<file path="src/rtl/regfile_writeback.sv">
// regfile_writeback: collects ALU and load results, queues each source in its own
// small FIFO and drains them round-robin onto the register file's single write port.
// PENDING flags every register that still has a queued or in-flight write.

module regfile_writeback_fifo #(
    parameter int N     = 32,
    parameter int SIZE  = 64,
    parameter int DEPTH = 2
) (
    input  logic                 clk,
    input  logic                 rst_n,
    input  logic                 push_valid,
    input  logic [$clog2(N)-1:0] push_rd,
    input  logic [SIZE-1:0]      push_data,
    input  logic                 pop,
    output logic                 ready,
    output logic                 not_empty,
    output logic [$clog2(N)-1:0] head_rd,
    output logic [SIZE-1:0]      head_data,
    output logic [N-1:0]         pend
);
    localparam int RW = $clog2(N);
    localparam int AW = $clog2(DEPTH);
    localparam int CW = AW + 1;
    localparam logic [CW-1:0] FULL = CW'(DEPTH);

    logic [RW-1:0]   rd_q   [DEPTH];
    logic [RW-1:0]   rd_d   [DEPTH];
    logic [SIZE-1:0] data_q [DEPTH];
    logic [SIZE-1:0] data_d [DEPTH];
    logic [AW-1:0]   wp_q, wp_d;
    logic [AW-1:0]   rp_q, rp_d;
    logic [CW-1:0]   cnt_q, cnt_d;
    logic            push;

    // Ready comes from the registered count only; a same-cycle pop never frees a slot.
    assign ready     = rst_n && (cnt_q < FULL);
    assign not_empty = (cnt_q != '0);
    assign head_rd   = rd_q[rp_q];
    assign head_data = data_q[rp_q];
    // Writes to x0 finish the handshake but are dropped here.
    assign push      = push_valid && ready && (push_rd != '0);

    // Next storage, pointer and occupancy values for one push and/or one pop.
    always_comb begin
        rd_d   = rd_q;
        data_d = data_q;
        wp_d   = wp_q;
        rp_d   = rp_q;
        if (push) begin
            rd_d[wp_q]   = push_rd;
            data_d[wp_q] = push_data;
            wp_d         = wp_q + AW'(1);
        end
        if (pop) begin
            rp_d = rp_q + AW'(1);
        end
        cnt_d = cnt_q + CW'(push) - CW'(pop);
    end

    // Mark the destination of every live entry, walking from the read pointer.
    always_comb begin
        pend = '0;
        for (int k = 0; k < DEPTH; k++) begin
            if (CW'(k) < cnt_q) begin
                pend[rd_q[rp_q + AW'(k)]] = 1'b1;
            end
        end
    end

    // FIFO state registers; reset empties the queue immediately.
    always_ff @(posedge clk or negedge rst_n) begin
        if (!rst_n) begin
            for (int k = 0; k < DEPTH; k++) begin
                rd_q[k]   <= '0;
                data_q[k] <= '0;
            end
            wp_q  <= '0;
            rp_q  <= '0;
            cnt_q <= '0;
        end else begin
            rd_q   <= rd_d;
            data_q <= data_d;
            wp_q   <= wp_d;
            rp_q   <= rp_d;
            cnt_q  <= cnt_d;
        end
    end
endmodule

module regfile_writeback #(
    parameter int N     = 32,
    parameter int SIZE  = 64,
    parameter int DEPTH = 2
) (
    input  logic                 CLK,
    input  logic                 RST_N,
    input  logic                 ALU_VALID,
    output logic                 ALU_READY,
    input  logic [$clog2(N)-1:0] ALU_RD,
    input  logic [SIZE-1:0]      ALU_DATA,
    input  logic                 MEM_VALID,
    output logic                 MEM_READY,
    input  logic [$clog2(N)-1:0] MEM_RD,
    input  logic [SIZE-1:0]      MEM_DATA,
    output logic                 WE,
    output logic [$clog2(N)-1:0] Rw,
    output logic [SIZE-1:0]      Din,
    output logic [N-1:0]         PENDING,
    output logic                 BUSY
);
    localparam int   RW      = $clog2(N);
    localparam logic SRC_ALU = 1'b0;
    localparam logic SRC_MEM = 1'b1;

    logic            alu_ne, mem_ne;
    logic [RW-1:0]   alu_head_rd, mem_head_rd;
    logic [SIZE-1:0] alu_head_data, mem_head_data;
    logic [N-1:0]    alu_pend, mem_pend;
    logic            grant_alu, grant_mem;
    logic            last_grant_q, last_grant_d;
    logic            we_q, we_d;
    logic [RW-1:0]   rw_q, rw_d;
    logic [SIZE-1:0] din_q, din_d;

    regfile_writeback_fifo #(.N(N), .SIZE(SIZE), .DEPTH(DEPTH)) u_alu_fifo (
        .clk       (CLK),
        .rst_n     (RST_N),
        .push_valid(ALU_VALID),
        .push_rd   (ALU_RD),
        .push_data (ALU_DATA),
        .pop       (grant_alu),
        .ready     (ALU_READY),
        .not_empty (alu_ne),
        .head_rd   (alu_head_rd),
        .head_data (alu_head_data),
        .pend      (alu_pend)
    );

    regfile_writeback_fifo #(.N(N), .SIZE(SIZE), .DEPTH(DEPTH)) u_mem_fifo (
        .clk       (CLK),
        .rst_n     (RST_N),
        .push_valid(MEM_VALID),
        .push_rd   (MEM_RD),
        .push_data (MEM_DATA),
        .pop       (grant_mem),
        .ready     (MEM_READY),
        .not_empty (mem_ne),
        .head_rd   (mem_head_rd),
        .head_data (mem_head_data),
        .pend      (mem_pend)
    );

    // Round-robin grant: a lone non-empty FIFO wins, otherwise the one not served last.
    always_comb begin
        grant_alu = alu_ne && (!mem_ne || (last_grant_q == SRC_MEM));
        grant_mem = mem_ne && (!alu_ne || (last_grant_q == SRC_ALU));
    end

    // Output-stage next state: load the granted head, otherwise drop WE and hold Rw/Din.
    always_comb begin
        we_d         = grant_alu || grant_mem;
        rw_d         = rw_q;
        din_d        = din_q;
        last_grant_d = last_grant_q;
        if (grant_alu) begin
            rw_d         = alu_head_rd;
            din_d        = alu_head_data;
            last_grant_d = SRC_ALU;
        end else if (grant_mem) begin
            rw_d         = mem_head_rd;
            din_d        = mem_head_data;
            last_grant_d = SRC_MEM;
        end
    end

    // Pending mask covers both queues plus the write currently on the port; x0 never pends.
    always_comb begin
        PENDING = alu_pend | mem_pend;
        if (we_q) begin
            PENDING[rw_q] = 1'b1;
        end
        PENDING[0] = 1'b0;
    end

    // Registered write port and arbitration history.
    always_ff @(posedge CLK or negedge RST_N) begin
        if (!RST_N) begin
            we_q         <= 1'b0;
            rw_q         <= '0;
            din_q        <= '0;
            last_grant_q <= SRC_ALU;
        end else begin
            we_q         <= we_d;
            rw_q         <= rw_d;
            din_q        <= din_d;
            last_grant_q <= last_grant_d;
        end
    end

    assign WE   = we_q;
    assign Rw   = rw_q;
    assign Din  = din_q;
    assign BUSY = alu_ne || mem_ne || we_q;
endmodule

</file>
<file path="config.mk">
export PLATFORM = sky130hd
export DESIGN_NAME = regfile_writeback
export DESIGN_NICKNAME = d
export VERILOG_FILES = /design/src/rtl/regfile_writeback.sv
export SDC_FILE = /design/constraint.sdc
export NUM_CORES = 1
export LEC_CHECK = 0
export CORE_AREA = 2 2 192 194
export DETAILED_ROUTE_END_ITERATION = 16
export DIE_AREA = 0 0 194 196
export GPL_ROUTABILITY_DRIVEN = 0
export PLACE_DENSITY = 0.74
export SETUP_SLACK_MARGIN = 0.15
export SYNTH_ARGS = -nofsm -noshare
export SYNTH_HDL_FRONTEND = slang
export SYNTH_HIERARCHICAL = 1
export SYNTH_SLANG_ARGS = --single-unit
export TNS_END_PERCENT = 20
</file>
<file path="constraint.sdc">
create_clock -name CLK -period 2.7 [get_ports CLK]
set_input_delay 0.81 -clock CLK [delete_from_list [all_inputs] [get_ports CLK]]
set_output_delay 0.81 -clock CLK [all_outputs]
set_load 0.05 [all_outputs]
</file>
Figure 1. Floorplan with the power grid (run 1).
Scale bar: 50 um. Pins as bars on the die edge.
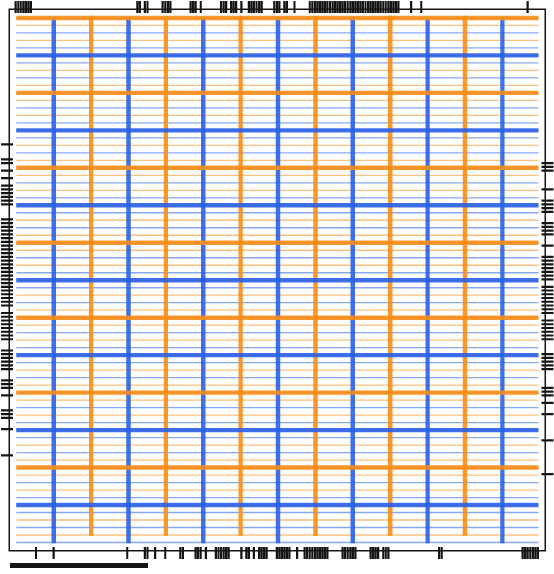
[VDD] orange
[VSS] blue
signal pins: 247
met1 rails: 71
rows: 70

Figure 2. Placed cells, one colour a class (run 1).
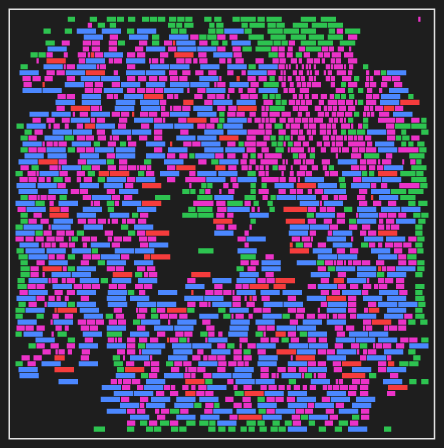
[combinational and other logic] magenta | cells: 946 | share of their area: 39%
[flops] blue | cells: 355 | share of their area: 39%
[clock drivers and dummy loads] red | cells: 70 | share of their area: 5.9%
[other buffers and delay cells] green | cells: 325 | share of their area: 16%

==> GITHUB_STEP_SUMMARY, run 1 <==
## PnR job results

| Metric | Value |
|---|---|
| Crit path to | `PENDING[2]` |
| Commonest Layout Cell | `mux2_2` |
| Clk sinks | `around 360` |
| Post-route insts no fill | `2167` |
| Die area | `between 0.03 and 0.04 mm^2` |
| Pleak | `~10 nW` |
| DR vias | `12400` |
| First-pass GRT wire length | `73500 um` |
| Max transition margin | `40.2%` |
| Via density | `5.73` |
| Largest net degree at the start of global routing | `157` |
| Min setup slack post-route | `-0.515 ns` |
| Sum of negative setup slack | `-14.80 ns` |
| CP Max Fanout | `8` |
| Top Ports | `247` |
| Reg clk slew, reported paths | `around 0.060 ns` |
| CP startpoint kind | `flop` |
| Clock skew | `0.0197 ns` |
| Vias in the first global route | `13300` |
| Most frequent logic cells in the routed design | `434 x mux2_2, 353 x dfrtp_1, 156 x clkdlybuf4s50_1` |
| Total power | `between 30 and 40 mW` |
| Nets | `around 1800` |
| Power Density | `about 1500 mW/mm^2` |
| Final setup viols | `32` |
| Max Slew Vio Count | `0` |
| Share of layout cells above drive strength 1 | `46.2%` |
| Critical R2R Launch | `u_alu_fifo/cnt_q[1]$_DFF_PN0_` |
| Clk_lat worst skew | `0.53 ns` |
| Worst Setup Path Type | `flop to primary output` |
| Hold_ws | `0.451 ns` |
| P&R area growth vs syn | `30.5%` |
| Initial antenna violation count | `3` |
| Failing checks | `setup timing` |
| Flop2flop setup slack | `0.23 ns` |
| Status | `complete, but fails checks` |
| Mapped Area | `about 0.018 mm^2` |
| Drt drc | `0` |
| Tcrit/Tclk final | `119%` |
| Row cnt | `approximately 70` |
| DR WL/cell | `21.5 um` |
| Grt ovf | `0` |
| Final min period | `3.22 ns` |
| Drt first-iter violations | `736` |
| CTS root buffer | `clkbuf_16` |
| Syn Inst Count | `1389` |
| TritonCTS clock tree | `done` |
| Max clock buf depth | `3` |
| Worst Path Required | `1.89 ns` |
| Port-buffer cells | `245` |
| Worst r2r path cells | `8` |
| Final ANT Viol Nets | `0` |
| Final hold viol count | `0` |
| Max Cap Violations | `0` |
| H-tree level count | `2` |
| Die width | `approximately 190 um` |
| Post-route cell area | `0.0233 mm^2` |
| VDD IR-drop max | `between 0.9 and 1 mV` |
| HP Class | `input port to asynchronous set/reset pin` |
| Mean Syn Cell Area | `12.8 um^2` |
| CTS buffer count | `39` |
| Detailed Routing Iterations Pass 1 | `5` |
| Core area | `roughly 0.036 mm^2` |
| Post-synthesis net count | `1535` |
| Hold Buf Count CTS | `0` |
Figure 3. Clock distribution (run 1).
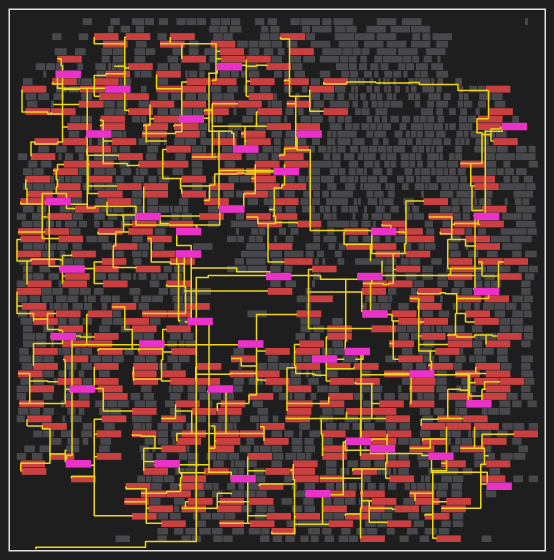
[clock wires] yellow | length: 4360 um
[clock drivers] magenta | count: 39
[flip-flops] red | count: 355
flops lie: all over the die

==> run 1: where the power goes <==
group,switching [mW],internal (mW)
sequential,1.76,8.12
clock,2.14,3.28
combinational,10.7,9.14
total,14.6,20.5
==> run 1: through the flow <==
stage	util, %	setup WS (ns)
floorplan	-	-0.0646
global route	64.5	-0.586
detailed placement	59.2	-0.261
CTS	63.6	-0.470
finish	64.6	-0.515
global placement	59.2	-0.232
==> run 1: per-layer routing <==
layer,GRT usage (%),share of wire (%),up-vias
met2,41.6,49,349
met5,0,0.024,-
met4,7.18,3.0,2
met3,5.24,5.6,110
li1,-,-,5644
met1,30.7,42,6306
==> run 1: final cells by class <==
cell class	count	area, um^2
diodes	3	7.51
clock buffers	59	1160
clock inverters	11	174
fillers	2759	12800
inverters	84	315
multi-input cells	862	8550
flip-flops and latches	355	8890
well taps	468	586
repair buffers	325	3610
==> run 1: worst max-delay path: stages, from the launching register on <==
cell     delay (ns)
dfrtp_4        0.53
buf_12         0.17
buf_6          0.11
and3b_1        0.16
o21ai_2        0.15
buf_6          0.16
o22ai_1        0.07
a211o_1        0.35
buf_12         0.17
==> run 1: registers in the layout, summed over array words and instances, names as in the netlist <==
register / cells
u_alu_fifo/cnt_q: 2
WE: 1
u_mem_fifo/rd_q: 10
u_mem_fifo/wp_q: 1
u_mem_fifo/cnt_q: 2
Rw: 5
u_alu_fifo/data_q: 128
Din: 64
u_alu_fifo/rd_q: 10
last_grant_q: 1
u_alu_fifo/wp_q: 1
u_mem_fifo/rp_q: 1
u_alu_fifo/rp_q: 1
u_mem_fifo/data_q: 128
==> run 1: timing repair <==
item,CTS,global route
endpoints found under the setup margin,54,64
endpoints found under the hold margin,0,0
gates resized,83,86
pin swaps,16,11
buffers inserted,7,0
==> inputs of run 2 (changes only) <==
--- a/config.mk
+++ b/config.mk
@@ -6,6 +6,7 @@
 export NUM_CORES = 1
 export LEC_CHECK = 0
 export CORE_AREA = 2 2 192 194
+export CTS_CLUSTER_DIAMETER = 100
 export DETAILED_ROUTE_END_ITERATION = 16
 export DIE_AREA = 0 0 194 196
 export GPL_ROUTABILITY_DRIVEN = 0
==> run 2 against run 1 <==
The flow still finishes with violations (setup timing). Non-clock buffer count is the same. Clock power about the same. Clock-buffer cell count did not move. Design area is the same. Critical path depth unchanged. Register-to-register slack about the same. Combinational power hardly changed. Hold slack unchanged. Synthesized area unchanged. Maximum frequency unchanged. Worst setup slack stayed put. Critical path type unchanged. Largest power group unchanged.
==> GITHUB_STEP_SUMMARY, run 2 <==
## PnR job results

| Metric | Value |
|---|---|
| M1 GR Usage | `30.7%` |
| Final setup viols | `32` |
| Max transition margin | `40.2%` |
| Clock skew | `0.0197 ns` |
| DR vias | `roughly 12000` |
| Slowest cell on the critical path | `dfrtp_4` |
| Hold Buf Count CTS | `0` |
| Worst Setup Path Type | `flop to primary output` |
| Cell family with most CP delay | `buffers and inverters` |
| Clk sinks | `355` |
| CTS root buffer | `clkbuf_16` |
| Total power | `roughly 35 mW` |
| CTS buffer count | `39` |
| CP Buf/Inv Count | `4` |
| Share of layout cells above drive strength 1 | `46.2%` |
| TritonCTS clock tree | `done` |
| Syn Inst Count | `between 1000 and 1500` |
| M3 GR Usage | `roughly 5.2%` |
| DR WL/cell | `21.5 um` |
| Via density | `5.73` |
| VDD IR-drop max | `0.966 mV` |
| CP Launch Point | `u_mem_fifo/rp_q$_DFFE_PN0P_` |
| Met2 wire length | `23000 um` |
| Largest net degree at the start of global routing | `157` |
| Drt drc | `0` |
| Worst Path Required | `~1.9 ns` |
| Final Util | `64.6%` |
| DRT met1 WL | `19600 um` |
| Vias in the first global route | `13300` |
| Min setup slack post-route | `-0.515 ns` |
| Final min period | `about 3.2 ns` |
| Nets | `1813` |
| Clk_lat worst skew | `0.53 ns` |
| Fillers | `2759` |
| Final ANT Viol Nets | `0` |
| Post-synthesis net count | `1535` |
| CP Max Fanout | `8` |
| Critical R2R Launch | `u_alu_fifo/cnt_q[1]$_DFF_PN0_` |
| H-tree level count | `2` |
| Status | `complete, but fails checks` |
| Grt ovf | `0` |
| Core area | `~0.036 mm^2` |
| Commonest Layout Cell | `mux2_2` |
| Crit path DAT | `2.41 ns` |
| Port-buffer cells | `245` |
| GR Util met2 | `41.6%` |
| DR top layer | `met5` |
| Hold_ws | `~0.45 ns` |
| Comb area | `between 0.008 and 0.009 mm^2` |
| Mapped Area | `0.0178 mm^2` |
| Max Slew Vio Count | `0` |
| Drt first-iter violations | `736` |
| Pleak | `10.2 nW` |
| Max clock buf depth | `3` |
| Worst Max-Slew Pin Slew | `0.897 ns` |
| Failing checks | `setup timing` |
| Reg clk slew, reported paths | `~0.060 ns` |
| Sum of negative setup slack | `-14.80 ns` |
| Tcrit/Tclk final | `119%` |
| Post-route cell area | `between 0.02 and 0.025 mm^2` |
| Wire length on met3 | `2610 um` |
| First-pass GRT wire length | `between 70000 and 80000 um` |
| Layer with the highest usage | `met2` |
| HP Class | `input port to asynchronous set/reset pin` |
| Top Ports | `about 250` |
| Row cnt | `70` |
| Max Cap Violations | `0` |
| Detailed Routing Iterations Pass 1 | `5` |
| CP Cell Sequence | `buf_12, buf_6, and3b_1, o21ai_2, buf_6, o22ai_1, a211o_1, buf_12` |
| Power Density | `1510 mW/mm^2` |
| Largest stage delay, worst path | `0.53 ns` |
| Post-route insts no fill | `2167` |
| Final hold viol count | `0` |
| Most frequent logic cells in the routed design | `434 x mux2_2, 353 x dfrtp_1, 156 x clkdlybuf4s50_1` |
| Initial antenna violation count | `3` |
| Post-place setup slack | `-0.261 ns` |
| Mean Syn Cell Area | `12.8 um^2` |
| Die width | `194 um` |
## run 2: area by class of cell
| class | instances | area share [%] |
|---|---|---|
| flip-flops and latches | 355 | 38.2 |
| multi-input cells | 862 | 36.7 |
| repair buffers | 325 | 15.5 |
| clock buffers | 59 | 4.98 |
| well taps | 468 | 2.51 |
| inverters | 84 | 1.35 |
| clock inverters | 11 | 0.747 |
| diodes | 3 | 0.0322 |
## run 2: repair_timing
item | 4_1_cts | 5_1_grt
setup endpoints to repair | 54 | 64
setup buffers | 7 | 0
pin swaps | 16 | 11
resized | 83 | 86
## run 2: worst paths after layout
| kind | to | slack, ns | depth (start not counted) |
|---|---|---|---|
| worst min register to register | u_alu_fifo/data_q[60]$_DFFE_PN0P_ | 0.49 | 1 |
| max in group asynchronous | u_alu_fifo/rp_q$_DFFE_PN0P_ | 1.46 | 2 |
| worst max register to register | u_mem_fifo/cnt_q[1]$_DFF_PN0_ | 0.23 | 8 |
| worst min-delay path | Din[29]$_DFFE_PN0P_ | 0.45 | 2 |
| min in group CLK | u_alu_fifo/data_q[60]$_DFFE_PN0P_ | 0.49 | 1 |
| worst max-delay path | PENDING[2] | -0.52 | 8 |
## run 2: worst reg2reg max path: cells and delay by family (launching register included)
kind	cells	cell delay, ns
fa+ha+maj	2	0.48
xor+xnor	2	0.27
simple gates	1	0.34
buf+inv	2	0.28
flops	1	0.46
compound gates	1	0.54
## run 2: report_power, final
group          switching [mW]  internal (mW)  leakage (nW)
Sequential               1.76           8.12          4.24
Combinational            10.7           9.14          5.27
Clock                    2.14           3.28         0.655
Total                    14.6           20.5          10.2
Figure 4. Floorplan with the power grid (run 2).
Scale bar: 50 um. Pins as bars on the die edge.
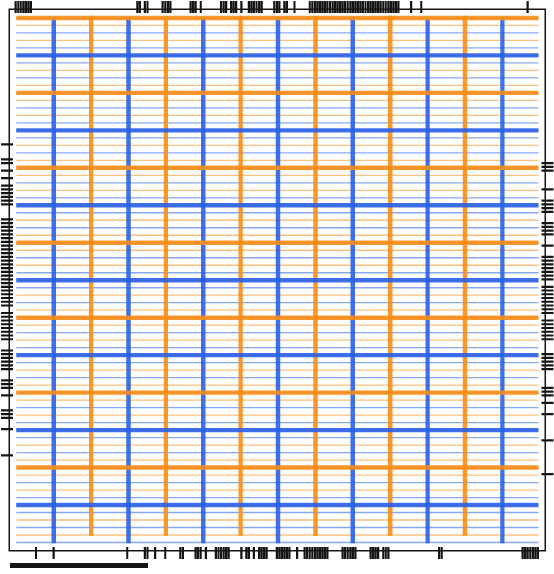
[VDD] orange
[VSS] blue
met5 straps: 14
rows: 70
met1 rails: 71
met4 straps: 13

==> inputs of run 3 (changes only) <==
--- a/config.mk
+++ b/config.mk
@@ -16,4 +16,3 @@
 export SYNTH_HDL_FRONTEND = slang
 export SYNTH_HIERARCHICAL = 1
 export SYNTH_SLANG_ARGS = --single-unit
-export TNS_END_PERCENT = 20
==> run 3 against run 2 <==
The run still ends with setup timing left. Sequential share of layout area increased by 0.066 points. Global-route usage about the same. Cell count decreased by 0.46%. Die size unchanged. Sequential power decreased by 0.7%. Hold slack got worse by 0.36 ns. Register-to-register slack got worse by 0.21 ns. First-iteration DRC count increased by 31%. Combinational power about the same. Sequential cell count unchanged. Critical path type unchanged. Critical endpoint is now PENDING[28]. Highest routed layer unchanged.
==> GITHUB_STEP_SUMMARY, run 3 <==
## PnR job results

| Metric | Value |
|---|---|
| Status | `complete, but fails checks` |
| Failing checks | `setup timing` |
| Sum of negative setup slack | `-14.33 ns` |
| Min setup slack post-route | `-0.553 ns` |
| Fillers | `about 2700` |
| Via density | `5.81` |
| Clock skew | `~0.015 ns` |
| Seq group | `9.81 mW` |
| Slowest cell on the critical path | `dfrtp_4` |
| Share of layout cells above drive strength 1 | `48.0%` |
| Clk_lat worst skew | `0.53 ns` |
| Mapped Area | `around 0.018 mm^2` |
| Worst Path Required | `1.89 ns` |
| Die width | `between 150 and 200 um` |
| Sw frac | `41.8%` |
| Power Density | `1500 mW/mm^2` |
| Mean Syn Cell Area | `between 10 and 15 um^2` |
| Sequential share of power | `roughly 28%` |
| Largest net degree at the start of global routing | `between 100 and 150` |
| Core area | `0.0361 mm^2` |
| Storage cell area | `~0.0089 mm^2` |
| HP Class | `input port to asynchronous set/reset pin` |
| Drt drc | `0` |
| Final hold viol count | `0` |
| Nets | `1807` |
| Row cnt | `70` |
| CP Launch Point | `u_mem_fifo/rp_q$_DFFE_PN0P_` |
| CTS buffer count | `39` |
| Initial antenna violation count | `4` |
| Worst r2r path cells | `6` |
| Pleak | `~10 nW` |
| Comb pwr share | `57.1%` |
| CP Buf/Inv Count | `3` |
| Switching power | `roughly 15 mW` |
| CP startpoint kind | `flop` |
| Most frequent logic cells in the routed design | `433 x mux2_2, 353 x dfrtp_1, 174 x clkdlybuf4s50_1` |
| Die area | `0.0380 mm^2` |
| Max clock buf depth | `3` |
| Clk sinks | `355` |
| Post-synthesis net count | `between 1500 and 2000` |
| Pint | `around 20 mW` |
| Most common cell type on the critical path | `buf_12` |
| CTS root buffer | `clkbuf_16` |
| Port-buffer cells | `245` |
| H-tree level count | `2` |
| CP Max Fanout | `5` |
| Flop2flop setup slack | `around 0.02 ns` |
| Vias in the first global route | `13400` |
| VDD IR-drop max | `0.869 mV` |
| Final setup viols | `32` |
| Comb power | `20.0 mW` |
| Max Slew Vio Count | `0` |
| Worst r2r dst | `Din[26]$_DFFE_PN0P_` |
| First-pass GRT wire length | `73400 um` |
| Final min period | `3.25 ns` |
| Max transition margin | `25.9%` |
| Cell family with most CP delay | `flip-flops` |
| Hold Buf Count CTS | `0` |
| Worst Setup Path Type | `flop to primary output` |
| Max Cap Violations | `0` |
| Reg clk slew, reported paths | `roughly 0.06 ns` |
| Grt ovf | `0` |
| Comb area | `0.00875 mm^2` |
| Critical R2R Launch | `u_mem_fifo/rp_q$_DFFE_PN0P_` |
| Tcrit/Tclk final | `120%` |
| P_clk | `5.21 mW` |
| DR WL/cell | `21.6 um` |
| CP Cell Sequence | `buf_12, mux2_4, o21ai_1, buf_4, o22ai_1, nor2_1, o21ai_2, buf_12` |
| Post-route cell area | `0.0233 mm^2` |
| Detailed Routing Iterations Pass 1 | `5` |
| Syn Inst Count | `~1400` |
| Worst Max-Slew Pin Slew | `between 1 and 1.5 ns` |
## run 3: worst max-delay path by stage
stage | slack [ns] | to | cells past startpoint
after global placement | -0.24 | u_alu_fifo/data_q[92]$_DFFE_PN0P_ | 5
after global routing | -0.64 | PENDING[15] | 8
final | -0.55 | PENDING[28] | 8
after detailed placement | -0.30 | u_mem_fifo/cnt_q[1]$_DFF_PN0_ | 8
after floorplan | -0.06 | PENDING[12] | 2
after CTS | -0.44 | PENDING[10] | 7
## run 3: timing repair
| item | in CTS | in global routing |
|---|---|---|
| gates cloned | 0 | 1 |
| hold endpoints to repair | 0 | 0 |
| gates resized | 96 | 94 |
| endpoints found under the setup margin | 65 | 116 |
| pin swaps | 17 | 17 |
| setup buffers | 7 | 4 |
## run 3: layout make-up
cell class / count / share of cell area [%]
flip-flops and latches: 355 / 38.2
multi-input cells: 862 / 37.6
repair buffers: 319 / 14.8
clock buffers: 59 / 5.09
well taps: 468 / 2.52
inverters: 84 / 1.36
clock inverters: 9 / 0.344
diodes: 1 / 0.0108
## run 3: layer usage
| layer | share of wire [%] | GRT usage [%] |
|---|---|---|
| met5 | 0.058 | 0 |
| met4 | 2.9 | 7.46 |
| met3 | 7.9 | 6.57 |
| met2 | 47 | 38.9 |
| met1 | 42 | 31.9 |
## run 3: per-stage QoR
stage | hold slack [ns] | power [mW] | setup slack (ns) | util, % | instances
floorplan | 0.459 | 23.0 | -0.0646 | - | 1389
global placement | 0.467 | 27.7 | -0.241 | 58.6 | 2076
detailed placement | 0.477 | 28.3 | -0.297 | 58.6 | 2076
CTS | 0.0661 | 34.3 | -0.442 | 63.2 | 2151
global route | 0.0664 | 36.9 | -0.645 | 64.4 | 2156
finish | 0.0874 | 35.0 | -0.553 | 64.4 | 2157
Figure 5. Clock distribution (run 3).
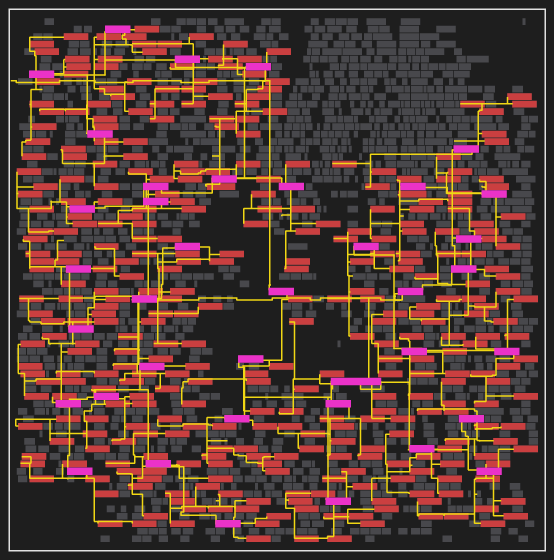
[flip-flops] red | count: 355
[clock drivers] magenta | count: 39
[clock wires] yellow | length: 4400 um
routed clock nets: 40
flops lie: all over the die

No activity file was given, so power comes from the tool's default toggle rates.
